[src/rtl/psram_write_queue_if.sv]
// Host write port and PSRAM driver control port of the write queue, bundled.
// The queue uses the slave modport; the host/driver side uses master.
interface psram_write_queue_if #(
    parameter int ADDR_W = 24
);
    // Host side
    logic              wr_valid;
    logic              wr_ready;
    logic [ADDR_W-1:0] wr_address;
    logic [7:0]        wr_data;

    // PSRAM driver side
    logic              psram_enable;
    logic              psram_rw;
    logic              psram_set_address;
    logic              psram_write_data;
    logic [ADDR_W-1:0] psram_address;
    logic [7:0]        psram_data;
    logic              psram_next_byte_needed;

    modport master (
        output wr_valid,
        output wr_address,
        output wr_data,
        input  wr_ready,
        input  psram_enable,
        input  psram_rw,
        input  psram_set_address,
        input  psram_write_data,
        input  psram_address,
        input  psram_data,
        output psram_next_byte_needed
    );

    modport slave (
        input  wr_valid,
        input  wr_address,
        input  wr_data,
        output wr_ready,
        output psram_enable,
        output psram_rw,
        output psram_set_address,
        output psram_write_data,
        output psram_address,
        output psram_data,
        input  psram_next_byte_needed
    );
endinterface

[src/rtl/psram_write_queue.sv]
// PSRAM write queue: buffers host byte writes in a small FIFO and replays them
// to the PSRAM driver, merging consecutive addresses into bursts that never
// cross a page boundary and never exceed MAX_BURST bytes.
module psram_write_queue #(
    parameter int FIFO_DEPTH = 16,
    parameter int ADDR_W     = 24,
    parameter int PAGE_BITS  = 10,
    parameter int MAX_BURST  = 32,
    parameter int GAP_CYCLES = 2
) (
    input  logic                          sysclk,
    input  logic                          reset,
    psram_write_queue_if.slave            bus,
    output logic [$clog2(FIFO_DEPTH):0]   fifo_level,
    output logic                          busy
);
    localparam int PTR_W  = $clog2(FIFO_DEPTH);
    localparam int CNT_W  = PTR_W + 1;
    localparam int BCNT_W = $clog2(MAX_BURST + 1);
    localparam int GCNT_W = $clog2(GAP_CYCLES + 2);

    localparam logic [CNT_W-1:0]  FULL_LEVEL = CNT_W'(FIFO_DEPTH);
    localparam logic [BCNT_W-1:0] MAX_CNT    = BCNT_W'(MAX_BURST);
    localparam logic [GCNT_W-1:0] GAP_LAST   = GCNT_W'((GAP_CYCLES > 0) ? GAP_CYCLES - 1 : 0);

    typedef enum logic [1:0] {
        S_IDLE,
        S_STREAM,
        S_GAP
    } state_t;

    typedef struct packed {
        logic [ADDR_W-1:0] addr;
        logic [7:0]        data;
    } entry_t;

    // FIFO storage (small, read combinationally so the head can be compared
    // against the next burst address in the same cycle as the driver pulse)
    entry_t mem [FIFO_DEPTH];

    logic [PTR_W-1:0]  wr_ptr_q, wr_ptr_d;
    logic [PTR_W-1:0]  rd_ptr_q, rd_ptr_d;
    logic [CNT_W-1:0]  count_q, count_d;

    state_t            state_q, state_d;
    logic [ADDR_W-1:0] burst_addr_q, burst_addr_d;
    logic [BCNT_W-1:0] burst_cnt_q, burst_cnt_d;
    logic [GCNT_W-1:0] gap_cnt_q, gap_cnt_d;

    logic              enable_q, enable_d;
    logic              rw_q, rw_d;
    logic              set_addr_q, set_addr_d;
    logic              write_data_q, write_data_d;
    logic [ADDR_W-1:0] address_q, address_d;
    logic [7:0]        data_q, data_d;

    logic              wr_ready_int;
    logic              push;
    logic              pop;
    logic              fifo_empty;
    entry_t            head;
    logic [ADDR_W-1:0] next_addr;
    logic              can_continue;

    // Host-side acceptance: no bypass, a full queue refuses even if it pops this cycle
    always_comb begin
        wr_ready_int = (count_q != FULL_LEVEL) && !reset;
        push         = bus.wr_valid && wr_ready_int;
        fifo_empty   = (count_q == '0);
        head         = mem[rd_ptr_q];
    end

    // FIFO write port
    always_ff @(posedge sysclk) begin
        if (push) begin
            mem[wr_ptr_q] <= '{addr: bus.wr_address, data: bus.wr_data};
        end
    end

    // Burst sequencing: start on a non-empty queue, extend while the head is the
    // next sequential byte inside the same page and under the burst limit
    always_comb begin
        state_d      = state_q;
        burst_addr_d = burst_addr_q;
        burst_cnt_d  = burst_cnt_q;
        gap_cnt_d    = gap_cnt_q;
        enable_d     = enable_q;
        rw_d         = rw_q;
        set_addr_d   = 1'b0;
        write_data_d = write_data_q;
        address_d    = address_q;
        data_d       = data_q;
        pop          = 1'b0;

        next_addr    = burst_addr_q + ADDR_W'(1);
        can_continue = (burst_cnt_q < MAX_CNT)
                    && (next_addr[PAGE_BITS-1:0] != '0)
                    && !fifo_empty
                    && (head.addr == next_addr);

        case (state_q)
            S_IDLE: begin
                if (!fifo_empty) begin
                    pop          = 1'b1;
                    burst_addr_d = head.addr;
                    address_d    = head.addr;
                    data_d       = head.data;
                    enable_d     = 1'b1;
                    rw_d         = 1'b1;
                    write_data_d = 1'b1;
                    set_addr_d   = 1'b1;
                    burst_cnt_d  = BCNT_W'(1);
                    state_d      = S_STREAM;
                end
            end
            S_STREAM: begin
                if (bus.psram_next_byte_needed) begin
                    if (can_continue) begin
                        pop          = 1'b1;
                        data_d       = head.data;
                        burst_addr_d = next_addr;
                        burst_cnt_d  = burst_cnt_q + BCNT_W'(1);
                    end else begin
                        enable_d     = 1'b0;
                        rw_d         = 1'b0;
                        write_data_d = 1'b0;
                        address_d    = '0;
                        data_d       = '0;
                        gap_cnt_d    = '0;
                        state_d      = S_GAP;
                    end
                end
            end
            S_GAP: begin
                if (gap_cnt_q >= GAP_LAST) begin
                    state_d = S_IDLE;
                end else begin
                    gap_cnt_d = gap_cnt_q + GCNT_W'(1);
                end
            end
            default: begin
                state_d = S_IDLE;
            end
        endcase
    end

    // FIFO pointer and level bookkeeping
    always_comb begin
        wr_ptr_d = wr_ptr_q + PTR_W'(push);
        rd_ptr_d = rd_ptr_q + PTR_W'(pop);
        count_d  = count_q + CNT_W'(push) - CNT_W'(pop);
    end

    // State and output registers; reset discards the queue and drops every output
    always_ff @(posedge sysclk) begin
        if (reset) begin
            wr_ptr_q     <= '0;
            rd_ptr_q     <= '0;
            count_q      <= '0;
            state_q      <= S_IDLE;
            burst_addr_q <= '0;
            burst_cnt_q  <= '0;
            gap_cnt_q    <= '0;
            enable_q     <= 1'b0;
            rw_q         <= 1'b0;
            set_addr_q   <= 1'b0;
            write_data_q <= 1'b0;
            address_q    <= '0;
            data_q       <= '0;
        end else begin
            wr_ptr_q     <= wr_ptr_d;
            rd_ptr_q     <= rd_ptr_d;
            count_q      <= count_d;
            state_q      <= state_d;
            burst_addr_q <= burst_addr_d;
            burst_cnt_q  <= burst_cnt_d;
            gap_cnt_q    <= gap_cnt_d;
            enable_q     <= enable_d;
            rw_q         <= rw_d;
            set_addr_q   <= set_addr_d;
            write_data_q <= write_data_d;
            address_q    <= address_d;
            data_q       <= data_d;
        end
    end

    // Output mapping
    always_comb begin
        bus.wr_ready          = wr_ready_int;
        bus.psram_enable      = enable_q;
        bus.psram_rw          = rw_q;
        bus.psram_set_address = set_addr_q;
        bus.psram_write_data  = write_data_q;
        bus.psram_address     = address_q;
        bus.psram_data        = data_q;
        fifo_level            = count_q;
        busy                  = (state_q != S_IDLE) || (count_q != '0);
    end
endmodule
[src/flat_wrapper.sv]
// flat-port wrapper written by rule: the top's interface ports become plain ports
module psram_write_queue_flat 
#(
    parameter int FIFO_DEPTH = 16,
    parameter int ADDR_W     = 24,
    parameter int PAGE_BITS  = 10,
    parameter int MAX_BURST  = 32,
    parameter int GAP_CYCLES = 2
)
  (sysclk, reset, fifo_level, busy, bus_wr_valid, bus_wr_address, bus_wr_data, bus_wr_ready, bus_psram_enable, bus_psram_rw, bus_psram_set_address, bus_psram_write_data, bus_psram_address, bus_psram_data, bus_psram_next_byte_needed);
  psram_write_queue_if #(.ADDR_W(ADDR_W)) bus_i ();
  input  logic sysclk;
  input  logic reset;
  output logic [$clog2(FIFO_DEPTH):0] fifo_level;
  output logic busy;
  input wire logic [$bits(bus_i.wr_valid)-1:0] bus_wr_valid;
  input wire logic [$bits(bus_i.wr_address)-1:0] bus_wr_address;
  input wire logic [$bits(bus_i.wr_data)-1:0] bus_wr_data;
  output wire logic [$bits(bus_i.wr_ready)-1:0] bus_wr_ready;
  output wire logic [$bits(bus_i.psram_enable)-1:0] bus_psram_enable;
  output wire logic [$bits(bus_i.psram_rw)-1:0] bus_psram_rw;
  output wire logic [$bits(bus_i.psram_set_address)-1:0] bus_psram_set_address;
  output wire logic [$bits(bus_i.psram_write_data)-1:0] bus_psram_write_data;
  output wire logic [$bits(bus_i.psram_address)-1:0] bus_psram_address;
  output wire logic [$bits(bus_i.psram_data)-1:0] bus_psram_data;
  input wire logic [$bits(bus_i.psram_next_byte_needed)-1:0] bus_psram_next_byte_needed;
  assign bus_i.wr_valid = bus_wr_valid;
  assign bus_i.wr_address = bus_wr_address;
  assign bus_i.wr_data = bus_wr_data;
  assign bus_wr_ready = bus_i.wr_ready;
  assign bus_psram_enable = bus_i.psram_enable;
  assign bus_psram_rw = bus_i.psram_rw;
  assign bus_psram_set_address = bus_i.psram_set_address;
  assign bus_psram_write_data = bus_i.psram_write_data;
  assign bus_psram_address = bus_i.psram_address;
  assign bus_psram_data = bus_i.psram_data;
  assign bus_i.psram_next_byte_needed = bus_psram_next_byte_needed;
  psram_write_queue #(.FIFO_DEPTH(FIFO_DEPTH), .ADDR_W(ADDR_W), .PAGE_BITS(PAGE_BITS), .MAX_BURST(MAX_BURST), .GAP_CYCLES(GAP_CYCLES)) u_core (.sysclk(sysclk), .reset(reset), .bus(bus_i), .fifo_level(fifo_level), .busy(busy));
endmodule
[config.mk]
export PLATFORM = sky130hd
export DESIGN_NAME = psram_write_queue_flat
export DESIGN_NICKNAME = d
export VERILOG_FILES = /design/src/rtl/psram_write_queue_if.sv /design/src/rtl/psram_write_queue.sv /design/src/flat_wrapper.sv
export SDC_FILE = /design/constraint.sdc
export NUM_CORES = 1
export LEC_CHECK = 0
export CORE_MARGIN = 2
export CORE_UTILIZATION = 25
export CTS_BUF_LIST = sky130_fd_sc_hd__clkbuf_2 sky130_fd_sc_hd__clkbuf_4 sky130_fd_sc_hd__clkbuf_8
export DETAILED_ROUTE_END_ITERATION = 12
export PLACE_DENSITY_LB_ADDON = 0.15
export SYNTH_ARGS = -nofsm -noshare
export SYNTH_HDL_FRONTEND = slang
export SYNTH_SLANG_ARGS = --single-unit
[constraint.sdc]
create_clock -name sysclk -period 6.7 [get_ports sysclk]
set_input_delay 1.005 -clock sysclk [delete_from_list [all_inputs] [get_ports sysclk]]
set_output_delay 1.005 -clock sysclk [all_outputs]
set_load 0.02 [all_outputs]
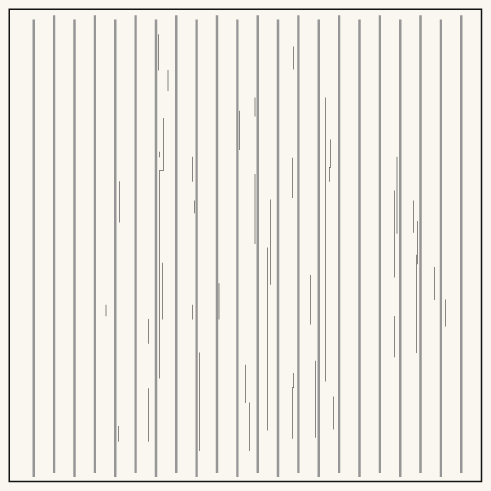
Figure 1: signal wires on met4.
Scale: 1.5 px per um. Supply wires on this layer in grey.
share of all routed wire: 2.1%
longest straight run: 189 um
wire length on this layer: 1490 um

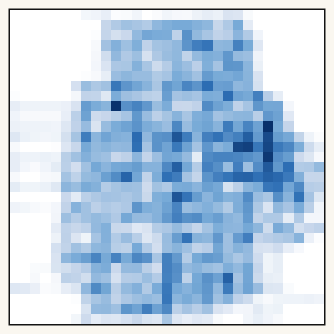
Figure 2: routed metal per tile.
Scale: 1 px per um. The die is cut into 31 by 31 equal tiles; white is low, dark blue is high, scaled to the fullest tile. Values are wire area over tile area, all layers added.
emptiest ninth of the die: top left
nearly empty tiles: 23%
fullest tile: 0.39
tiles over half the peak: 20%
mean over tiles: 0.11

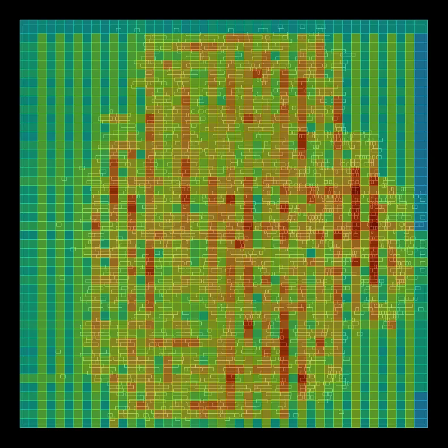
Figure 3: routing congestion.
GR peak layer: met2
met2 Use GR: 23.4%
GRT Resource Usage Total: 14.3%
detail-routed net length per standard cell: 24.7 um

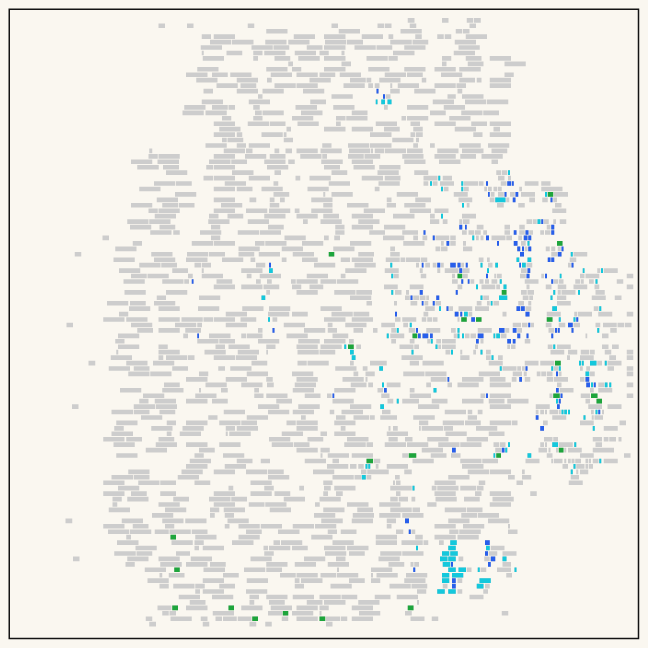
Figure 4: logic cells by family.
Scale: 2 px per um.
| colour | family | cells |
|---|---|---|
| cyan | NOR gates | 124 |
| green | AND-OR and OR-AND gates | 26 |
| blue | NAND gates | 114 |
Non-Filler Instances: 2857
Comb area share: 23.4%

==> results.py <==
# Synthesis and PnR figures
metrics = {
    "outcome": {
        "status": "finished clean",
    },
    "final_layout": {
        "fin_util_pct": 29.9,
        "nFillCells": 9317,
        "seq_area_um2": 17000,
        "logic_gates": 680,
        "n_all_buffers": 125,
        "clkCellAreaFrac_pct": 6.95,
        "inverters": 16,
        "largest_reg_flops": 512,
        "nets": 1567,
        "finish.instance_area_um2": 28400,
        "buf_share_pct": 4.01,
        "nFlopsAndLatches": 593,
        "nClkBuffers": 140,
        "largest-register": "u_core.mem",
        "largest_class": "flip-flops and latches",
        "syn2layout_area_growth_pct": 18.4,
    },
    "min_path": {
        "min_path_type": "flip-flop to flip-flop",
        "hp-start": "u_core.burst_cnt_q[4]$_SDFFE_PP0P_",
        "whs_endpoint": "u_core.burst_cnt_q[4]$_SDFFE_PP0P_",
        "whs_path_depth": 1,
    },
    "logic_synthesis": {
        "ys_seq_share_pct": 70.8,
        "yosys.area.top_type": "edfxtp_1",
        "ys_area_um2": 24000,
        "synth_flops": 593,
        "ys_top_cells_by_count": "edfxtp_1, mux4_2, nor2_1, dfxtp_1, nand2_1",
        "synthMuxAreaShare_pct": 14.2,
        "avgSynthCellArea_um2": 17.6,
        "ys_warn_count": 0,
        "xor_share_pct": 1.24,
        "asyncSetResetFlopFracSynth_pct": 0,
        "yosys_cells": 1366,
        "top_logic_kind": "multiplexers",
        "yosys.area_share.aoi_pct": 5.08,
        "ys.flop_type": "edfxtp_1",
        "ys_sh_adder_pct": 0.761,
        "yosys.cell_types.count": 78,
        "synth_top_area_share_pct": 64.0,
        "syn_inst": 1366,
        "fp_nets": 1416,
    },
    "clock_tree": {
        "postCtsHoldBufs": 0,
        "h-tree-depth": 3,
        "clockRootBuffer": "clkbuf_8",
        "cts.clk_slew.worst_paths_ps": 60,
        "cts_tree": "yes",
        "numCtsBuffers": 101,
        "post-cts-setup-buffer-count": 0,
        "cts_resized": 0,
        "clk_latency_ps": 730,
    },
    "setup_path": {
        "arrival_ps": 5570,
        "rr_endpoint": "u_core.fifo_level[4]$_SDFF_PP0_",
        "cp_top_family": "buffers and inverters",
        "r2r_setup_slack_ps": 1700,
        "endpoint": "u_core.fifo_level[4]$_SDFF_PP0_",
        "r2r-start": "u_core.rd_ptr_q[0]$_SDFF_PP0_",
        "worst-path-stages": 21,
        "cp_cell_sequence": "buf_4 > buf_4 > mux4_2 > a22oi_1 > nand2_1 > xnor2_1 > nand4_1 > and4bb_1 > nand4_1 > buf_4 > nand2_2 > ha_1 > inv_1 > ha_1 > inv_1 > fa_1 > inv_1 > a21oi_1 > nor2_1 > or3_1 > a21oi_1",
        "crit_fanout": 31,
        "r2r_cells": 21,
    },
    "pwr": {
        "combPwrFrac_pct": 27.3,
        "power_frac_seq_pct": 42.6,
        "ir_worst_vdd_mv": 0.180,
        "leakagePower_nw": 8.91,
        "p_clk_mw": 3.24,
        "p_clk_share_pct": 30.1,
        "swShare_pct": 31.9,
        "p_per_area_nw_per_um2": 379,
        "power_mw": 10.8,
    },
    "routing": {
        "wl_met2_mm": 34.0,
        "wl_met3_mm": 3.27,
        "wl_mm": 70.5,
        "vias": 13300,
        "dr.pass1.iters": 5,
        "ant_nets": 0,
    },
    "timing": {
        "worst_slew_pin_slew_ps": 1200,
        "final.period_utilization_pct": 74.6,
        "final-hold-violation-count": 0,
        "finalCriticalPeriod_ps": 5000,
        "slew_viol_final": 0,
        "setup_violations": 0,
        "setup_ws_ps": 1700,
        "finClkSkew_ps": 43.1,
    },
    "floorplanning": {
        "die_width_um": 314,
        "coreArea_um2": 95200,
        "die-area_um2": 98500,
        "die_height_um": 314,
        "io_pins": 79,
    },
    "place": {
        "place_area_um2": 26400,
        "gp_congestion": 0.783,
        "post-place-ws_ps": 1620,
        "dp_hpwl_mm": 40.8,
        "io_buffers": 78,
    },
    "global_routing": {
        "grt_max_degree": 46,
        "antenna_found_initial": 2,
        "use_met3_pct": 2.92,
    },
    "run": {
        "drv_cap": 0,
        "warning_count": 28,
    },
}
Power is estimated from default activity; no workload was simulated.
